$ cat src/rtl/int_nest_ctrl.sv
// -----------------------------------------------------------------------------
// int_nest_ctrl
//
// Nested interrupt entry/return controller. At instruction boundaries it
// decides whether to take the sampled interrupt request. When it takes one,
// it redirects the PC to a per-source vector and saves the return PC and the
// previous priority level on a small nesting stack. ERET pops the stack and
// restores the previous level.
//
// Ports
//   clk          in   1   system clock, rising edge
//   rst_n        in   1   synchronous active-low reset
//   Int          in   1   masked request present (from sampler)
//   Int_No       in   3   highest pending source (3 highest, 1 lowest, 0 none)
//   insn_done    in   1   instruction retires this cycle (entry/return point)
//   next_pc      in  32   PC of next instruction, valid with insn_done
//   eret         in   1   retiring instruction is ERET
//   ie_set       in   1   EI retiring
//   ie_clr       in   1   DI retiring
//   IE           out  1   global interrupt enable
//   INM          out  3   per-source mask, INM[i]=1 iff (i+1) <= cur_level
//   CLR          out  3   one-hot one-cycle clear pulse for serviced source
//   pc_redirect  out  1   CPU loads redirect_pc this cycle
//   redirect_pc  out 32   vector or return address
//   cur_level    out  2   priority level in service (0 = none)
//   stack_err    out  1   sticky: ERET underflow or push while full
// -----------------------------------------------------------------------------
module int_nest_ctrl #(
    parameter int          DEPTH = 3,
    parameter logic [31:0] VEC1  = 32'h0000_1000,
    parameter logic [31:0] VEC2  = 32'h0000_1100,
    parameter logic [31:0] VEC3  = 32'h0000_1200
) (
    input  logic        clk,
    input  logic        rst_n,
    input  logic        Int,
    input  logic [2:0]  Int_No,
    input  logic        insn_done,
    input  logic [31:0] next_pc,
    input  logic        eret,
    input  logic        ie_set,
    input  logic        ie_clr,
    output logic        IE,
    output logic [2:0]  INM,
    output logic [2:0]  CLR,
    output logic        pc_redirect,
    output logic [31:0] redirect_pc,
    output logic [1:0]  cur_level,
    output logic        stack_err
);

    localparam int            DW        = $clog2(DEPTH + 1);
    localparam logic [DW-1:0] DEPTH_MAX = DW'(DEPTH);

    typedef enum logic [1:0] {
        ST_RUN  = 2'd0,
        ST_TAKE = 2'd1,
        ST_RET  = 2'd2
    } state_t;

    state_t        state_r;
    logic [DW-1:0] depth_r;
    logic [31:0]   epc_r     [DEPTH];
    logic [1:0]    lvl_stk_r [DEPTH];

    logic          ie_r;
    logic [2:0]    inm_r;
    logic [2:0]    clr_r;
    logic          pc_redirect_r;
    logic [31:0]   redirect_pc_r;
    logic [1:0]    cur_level_r;
    logic          stack_err_r;

    logic          boundary_s;
    logic          req_valid_s;
    logic          ret_s;
    logic          ret_err_s;
    logic          take_s;
    logic          take_err_s;
    logic          ie_upd_s;
    logic [DW-1:0] top_s;

    // Mask of all sources at or below the given level (thermometer code).
    function automatic logic [2:0] level_mask(input logic [1:0] lvl);
        logic [2:0] m;
        case (lvl)
            2'd0:    m = 3'b000;
            2'd1:    m = 3'b001;
            2'd2:    m = 3'b011;
            2'd3:    m = 3'b111;
            default: m = 3'b000;
        endcase
        return m;
    endfunction

    // Handler address for a source number; non-sources map to zero.
    function automatic logic [31:0] vec_addr(input logic [2:0] no);
        logic [31:0] a;
        case (no)
            3'd1:    a = VEC1;
            3'd2:    a = VEC2;
            3'd3:    a = VEC3;
            default: a = 32'h0000_0000;
        endcase
        return a;
    endfunction

    // One-hot clear pulse for the serviced source.
    function automatic logic [2:0] clr_onehot(input logic [2:0] no);
        logic [2:0] c;
        case (no)
            3'd1:    c = 3'b001;
            3'd2:    c = 3'b010;
            3'd3:    c = 3'b100;
            default: c = 3'b000;
        endcase
        return c;
    endfunction

    // Boundary decision: classify the retiring instruction into return,
    // underflow, entry, overflow or plain IE update (in that priority).
    always_comb begin
        boundary_s  = 1'b0;
        req_valid_s = 1'b0;
        ret_s       = 1'b0;
        ret_err_s   = 1'b0;
        take_s      = 1'b0;
        take_err_s  = 1'b0;
        ie_upd_s    = 1'b0;
        top_s       = depth_r - {{(DW-1){1'b0}}, 1'b1};

        if (state_r == ST_RUN) begin
            boundary_s = insn_done;
        end else begin
            boundary_s = 1'b0;
        end

        // Int_No outside 1..3 (including 0) is never a request.
        if (Int && ie_r && (Int_No >= 3'd1) && (Int_No <= 3'd3) &&
            (Int_No > {1'b0, cur_level_r})) begin
            req_valid_s = 1'b1;
        end else begin
            req_valid_s = 1'b0;
        end

        if (boundary_s) begin
            if (eret) begin
                if (depth_r != {DW{1'b0}}) begin
                    ret_s = 1'b1;
                end else begin
                    ret_err_s = 1'b1;
                end
            end else if (req_valid_s) begin
                if (depth_r != DEPTH_MAX) begin
                    take_s = 1'b1;
                end else begin
                    take_err_s = 1'b1;
                end
            end else begin
                ie_upd_s = 1'b1;
            end
        end else begin
            ie_upd_s = 1'b0;
        end
    end

    // Nesting stack storage; contents are don't-care after reset.
    always_ff @(posedge clk) begin
        if (take_s) begin
            epc_r[depth_r]     <= next_pc;
            lvl_stk_r[depth_r] <= cur_level_r;
        end
    end

    // Control FSM with all externally visible registers.
    always_ff @(posedge clk) begin
        if (!rst_n) begin
            state_r       <= ST_RUN;
            depth_r       <= {DW{1'b0}};
            ie_r          <= 1'b0;
            inm_r         <= 3'b000;
            clr_r         <= 3'b000;
            pc_redirect_r <= 1'b0;
            redirect_pc_r <= 32'h0000_0000;
            cur_level_r   <= 2'd0;
            stack_err_r   <= 1'b0;
        end else begin
            case (state_r)
                ST_RUN: begin
                    clr_r         <= 3'b000;
                    pc_redirect_r <= 1'b0;
                    if (ret_s) begin
                        redirect_pc_r <= epc_r[top_s];
                        cur_level_r   <= lvl_stk_r[top_s];
                        inm_r         <= level_mask(lvl_stk_r[top_s]);
                        depth_r       <= top_s;
                        ie_r          <= 1'b1;
                        pc_redirect_r <= 1'b1;
                        state_r       <= ST_RET;
                    end else if (take_s) begin
                        redirect_pc_r <= vec_addr(Int_No);
                        clr_r         <= clr_onehot(Int_No);
                        cur_level_r   <= Int_No[1:0];
                        inm_r         <= level_mask(Int_No[1:0]);
                        depth_r       <= depth_r + {{(DW-1){1'b0}}, 1'b1};
                        ie_r          <= 1'b0;
                        pc_redirect_r <= 1'b1;
                        state_r       <= ST_TAKE;
                    end else if (ret_err_s || take_err_s) begin
                        stack_err_r <= 1'b1;
                    end else if (ie_upd_s) begin
                        // DI wins over EI when both retire together.
                        if (ie_clr) begin
                            ie_r <= 1'b0;
                        end else if (ie_set) begin
                            ie_r <= 1'b1;
                        end
                    end
                end
                ST_TAKE, ST_RET: begin
                    // Redirect and clear pulse last exactly one cycle.
                    clr_r         <= 3'b000;
                    pc_redirect_r <= 1'b0;
                    state_r       <= ST_RUN;
                end
                default: begin
                    clr_r         <= 3'b000;
                    pc_redirect_r <= 1'b0;
                    state_r       <= ST_RUN;
                end
            endcase
        end
    end

    assign IE          = ie_r;
    assign INM         = inm_r;
    assign CLR         = clr_r;
    assign pc_redirect = pc_redirect_r;
    assign redirect_pc = redirect_pc_r;
    assign cur_level   = cur_level_r;
    assign stack_err   = stack_err_r;

endmodule

$ cat config.mk
export PLATFORM = sky130hd
export DESIGN_NAME = int_nest_ctrl
export DESIGN_NICKNAME = d
export VERILOG_FILES = /design/src/rtl/int_nest_ctrl.sv
export SDC_FILE = /design/constraint.sdc
export NUM_CORES = 1
export LEC_CHECK = 0
export ABC_AREA = 1
export ABC_CLOCK_PERIOD_IN_PS = 4400
export CAP_MARGIN = 20
export CORE_MARGIN = 1
export CORE_UTILIZATION = 40
export DETAILED_ROUTE_END_ITERATION = 7
export GPL_TIMING_DRIVEN = 0
export PLACE_DENSITY = 0.67
export SLEW_MARGIN = 30
export SYNTH_ARGS = -nofsm -noshare
export SYNTH_HDL_FRONTEND = slang
export SYNTH_SLANG_ARGS = --single-unit
$ cat constraint.sdc
create_clock -name clk -period 4.4 [get_ports clk]
set_input_delay 0.66 -clock clk [delete_from_list [all_inputs] [get_ports clk]]
set_output_delay 0.66 -clock clk [all_outputs]
set_load 0.01 [all_outputs]
### Routed clock nets over the placement, run 1

Scale bar: 20 um.
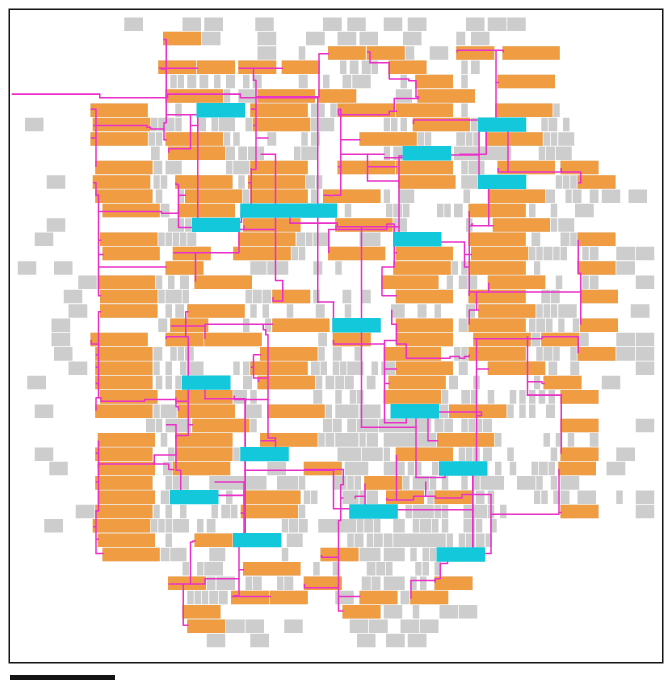
[cyan] cells driving clock nets | count: 17
[magenta] clock wires | length: 1650 um
[orange] flip-flops | count: 149
routed clock nets	18
Worst Skew: 0.007721 ns
Clk network pwr share: 46.1%
Clock Latency Late Sink: 0.41 ns
clk pwr: 1.40 mW

### Ports around the boundary, run 1

Pins as bars across the die edge, other pins in grey.
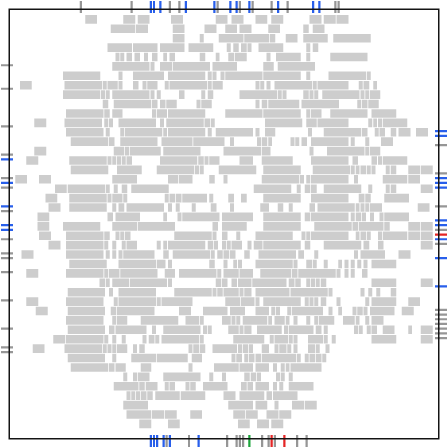
colour	port	pins	direction	edge
blue	`redirect_pc`	32	output	11 top, 10 right, 6 bottom, 5 left
green	`insn_done`	1	input	bottom
red	`INM`	3	output	2 bottom, 1 right

### Routed metal, one colour a layer, run 1

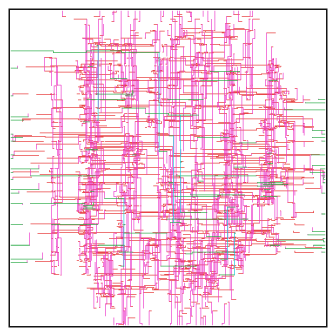
colour	layer	wire length
cyan	met4	203 um
magenta	met2	6610 um
green	met3	743 um
red	met1	5440 um

==> impl_metrics.env, run 1 <==
# source this file to load flow results
export IMPL_p_seq_share_pct=49.8
export IMPL_edf_count=102
export IMPL_finalPower_mw=3.025
export IMPL_worst_pin_slew_ns=0.6230
export IMPL_nFlopsAndLatches=149
export IMPL_outcome="completed"
export IMPL_cp_start_kind="flop"
export IMPL_fin_nets=705
export IMPL_crit_fanout=11
export IMPL_core_area_um2=14480
export IMPL_register_area_um2=4004
export IMPL_numPortBuffers=83
export IMPL_slew_viol_final=0
export IMPL_cts_inserted_buffers=17
export IMPL_placed_cells=822
export IMPL_combPwrFrac_pct=4.1
export IMPL_ys_seq_share_pct=67.52
export IMPL_r2r_end="redirect_pc[18]"
export IMPL_hold_buffers=0
export IMPL_r2r_start="depth_r[0]"
export IMPL_synth_nets=600
export IMPL_area_growth_pct=29.35
export IMPL_max_freq_mhz=357.2
export IMPL_clock_path_buffers=2
export IMPL_powerComb_mw=0.124
export IMPL_placementRows=44
export IMPL_final_util_pct=52.97
export IMPL_dominant_cells="registers"
export IMPL_vias=4224
export IMPL_yosysWarnings=0
export IMPL_n_antenna_cell=0
export IMPL_ff_type="edfxtp_1"
export IMPL_via_per_inst=4.946
[run 1: flip-flops by register name, indices dropped and copies added, names as in the netlist]
signal and count:
INM 3, depth_r 2, redirect_pc 32, pc_redirect 1
IE 1, stack_err 1, cur_level 2, CLR 3
state_r 2, lvl_stk_r 6, epc_r 96
[run 1: logic make-up after synthesis]
| group | share of synthesized area [%] |
|---|---|
| XOR/XNOR | 0.1477 |
| AND-OR/OR-AND | 10.78 |
| buffers and inverters | 4.326 |
| adder cells (fa/ha/maj) | 1.266 |
| AND/OR/NAND/NOR | 15.95 |
| flip-flops | 67.52 |
[run 1: layer usage]
layer	wire length, um	vias up	track usage, %	part of all wire, %
met1	5438	1990	22.08	42
met3	743	19	4.121	5.7
li1	-	2065	-	-
met5	0	-	0	0
met4	203	0	7.831	1.6
met2	6611	150	31.94	51
==> run 2, diff against run 1 <==
Settings changed: ABC_CLOCK_PERIOD_IN_PS 4400 to 2600.
Clock period 4.4 ns to 2.6 ns, I/O delays scaled along.
### Cells coloured by class, run 2

Fill, decap, tap and diode cells in grey.
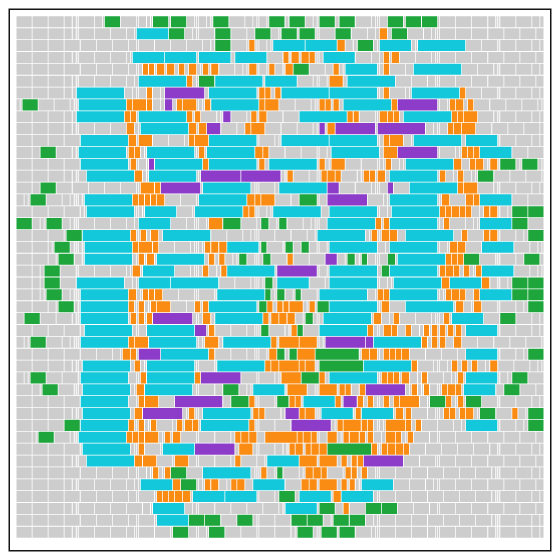
colour	class	cells	share of their area
cyan	flip-flops	149	54%
orange	all other logic	374	24%
purple	clock drivers and dummy loads	32	7.7%
green	other buffers and delay cells	114	14%

==> run 2 against run 1 <==
Against the previous run: core utilization is essentially flat; combinational power grew 69%; via count decreased by 1.4%; setup slack worse by 1.4 ns; area after synthesis unchanged; clock power rose by 68%; clock skew is 0.0022 ns lower; critical path depth is 2 lower; total power increased by 69%; flip-flop count stayed put; sequential power up 69%; global-route usage barely moved; highest routed layer unchanged.
==> impl_metrics.env, run 2 <==
# source this file to load flow results
export IMPL_n_antenna_cell=0
export IMPL_clock_path_buffers=2
export IMPL_area_growth_pct=29.33
export IMPL_ff_type="edfxtp_1"
export IMPL_vias=4163
export IMPL_worst_pin_slew_ns=0.6318
export IMPL_r2r_start="cur_level[1]"
export IMPL_insertion_delay_ns=0.41
export IMPL_dominant_cells="registers"
export IMPL_cts_inserted_buffers=17
export IMPL_largest_reg_flops=96
export IMPL_placementRows=44
export IMPL_fin_nets=704
export IMPL_regMostFlops="epc_r"
export IMPL_finalPower_mw=5.111
export IMPL_numPortBuffers=83
export IMPL_outcome="completed"
export IMPL_r2r_end="epc_r[0][19]"
export IMPL_register_area_um2=4004
export IMPL_final_util_pct=52.96
export IMPL_cp_start_kind="input pin"
export IMPL_finClkSkew_ns=0.005489
### Cell placement, run 2

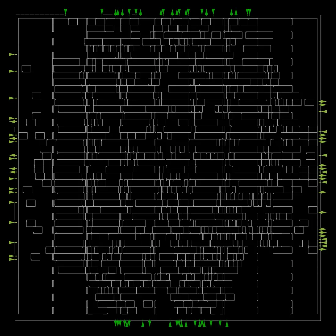
flop count: 149
FILL cells: 1236
Core Region: 14480 um^2
Seq area share: 52.21%
Tap Cells: 184

## run 2: logic make-up after synthesis
logic type / Yosys count / synth area share [%]
compound gates: 109 / 10.78
xor+xnor: 1 / 0.1477
fa+ha+maj: 6 / 1.266
buf+inv: 53 / 4.326
flops: 149 / 67.52
simple gates: 234 / 15.95
## run 2: power breakdown
group / switching (mW) / internal (mW)
logic: 0.108 / 0.101
registers: 0.00746 / 2.54
clock network: 0.922 / 1.43
## run 2: per-layer routing
| metal | global-route usage, % | vias up | share of wire, % |
|---|---|---|---|
| met3 | 4.167 | 19 | 5.4 |
| met2 | 31.74 | 114 | 51 |
| met1 | 21.77 | 1964 | 42 |
| met5 | 0 | - | 0 |
| met4 | 8.660 | 0 | 1.9 |
| li1 | - | 2066 | - |
==> run 3, diff against run 2 <==
Settings changed: SKIP_CTS_REPAIR_TIMING from default to 1.
### Ports around the boundary, run 3

Pins as bars across the die edge, other pins in grey.
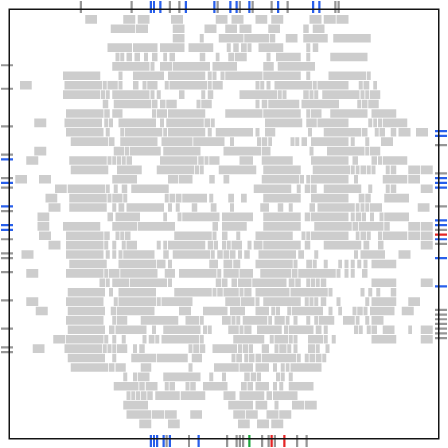
colour	port	pins	direction	edge
blue	`redirect_pc`	32	output	11 top, 10 right, 6 bottom, 5 left
green	`insn_done`	1	input	bottom
red	`INM`	3	output	2 bottom, 1 right

==> run 3 against run 2 <==
Against the previous run: final cell count up 0.12%; sequential power about the same; core utilization grew 0.086 points; area after synthesis unchanged; critical endpoint is now redirect_pc[26]; first-iteration DRC count up 7.8%; wire length is 0.32% higher; combinational power about the same; largest power group unchanged; synthesized cell count unchanged; die area did not move; register-to-register slack lost 0.04 ns.
==> impl_metrics.env, run 3 <==
# source this file to load flow results
export IMPL_p_sw_share_pct=20.44
export IMPL_numPortBuffers=83
export IMPL_cp_start_kind="flop"
export IMPL_edf_count=102
export IMPL_clkPwrFrac_pct=46.1
export IMPL_area_growth_pct=29.54
export IMPL_placementRows=44
export IMPL_final_util_pct=53.05
export IMPL_regMostFlops="epc_r"
export IMPL_wl_met1_um=5548
export IMPL_p_int_mw=4.074
export IMPL_outcome="completed"
export IMPL_powerClk_mw=2.36
export IMPL_insertion_delay_ns=0.41
export IMPL_ff_type="edfxtp_1"
export IMPL_worst_pin_slew_ns=0.6196
export IMPL_finClkSkew_ns=0.005211
export IMPL_placed_cells=822
export IMPL_power_top_group="sequential cells"
export IMPL_cts_inserted_buffers=17
export IMPL_n_antenna_cell=0
export IMPL_grtUsageMet1_pct=22.08
export IMPL_slew_viol_final=0
export IMPL_met2_usage_pct=31.94
export IMPL_fin_nets=705
export IMPL_yosysWarnings=0
export IMPL_powerComb_mw=0.211
export IMPL_crit_fanout=11
export IMPL_top_layer_used="met4"
### Routed metal, one colour a layer, run 3

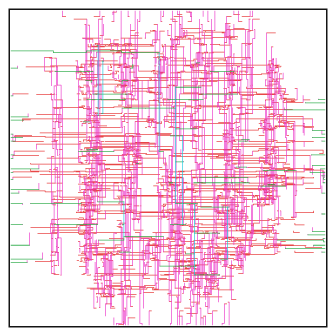
colour	layer	wire length
cyan	met4	229 um
magenta	met2	6570 um
red	met1	5550 um
green	met3	641 um
via count: 4184
drt wl/cell: 15.21 um

run 3: layout make-up:
| class | instances | area, um^2 |
|---|---|---|
| multi-input combinational | 350 | 1692 |
| buffer | 29 | 172.7 |
| inverter | 24 | 95.09 |
| tap | 184 | 230.2 |
| sequential | 149 | 4004 |
| clock inverter | 13 | 131.4 |
| timing repair buffer | 86 | 913.4 |
| clock buffer | 19 | 442.9 |
| fill | 1236 | 6798 |
run 3: logic make-up (layout without fill, tap and decap cells):
group,after synthesis,in the layout,share of synthesized area (%)
xor gates and xnor gates,1,1,0.1477
DFF,149,149,67.52
adders and majority gates,6,6,1.266
buffers and inverters,53,171,4.326
AOI/OAI and AO/OA,109,109,10.78
and+or+nand+nor,234,234,15.95
Power is estimated from default activity; no workload was simulated.
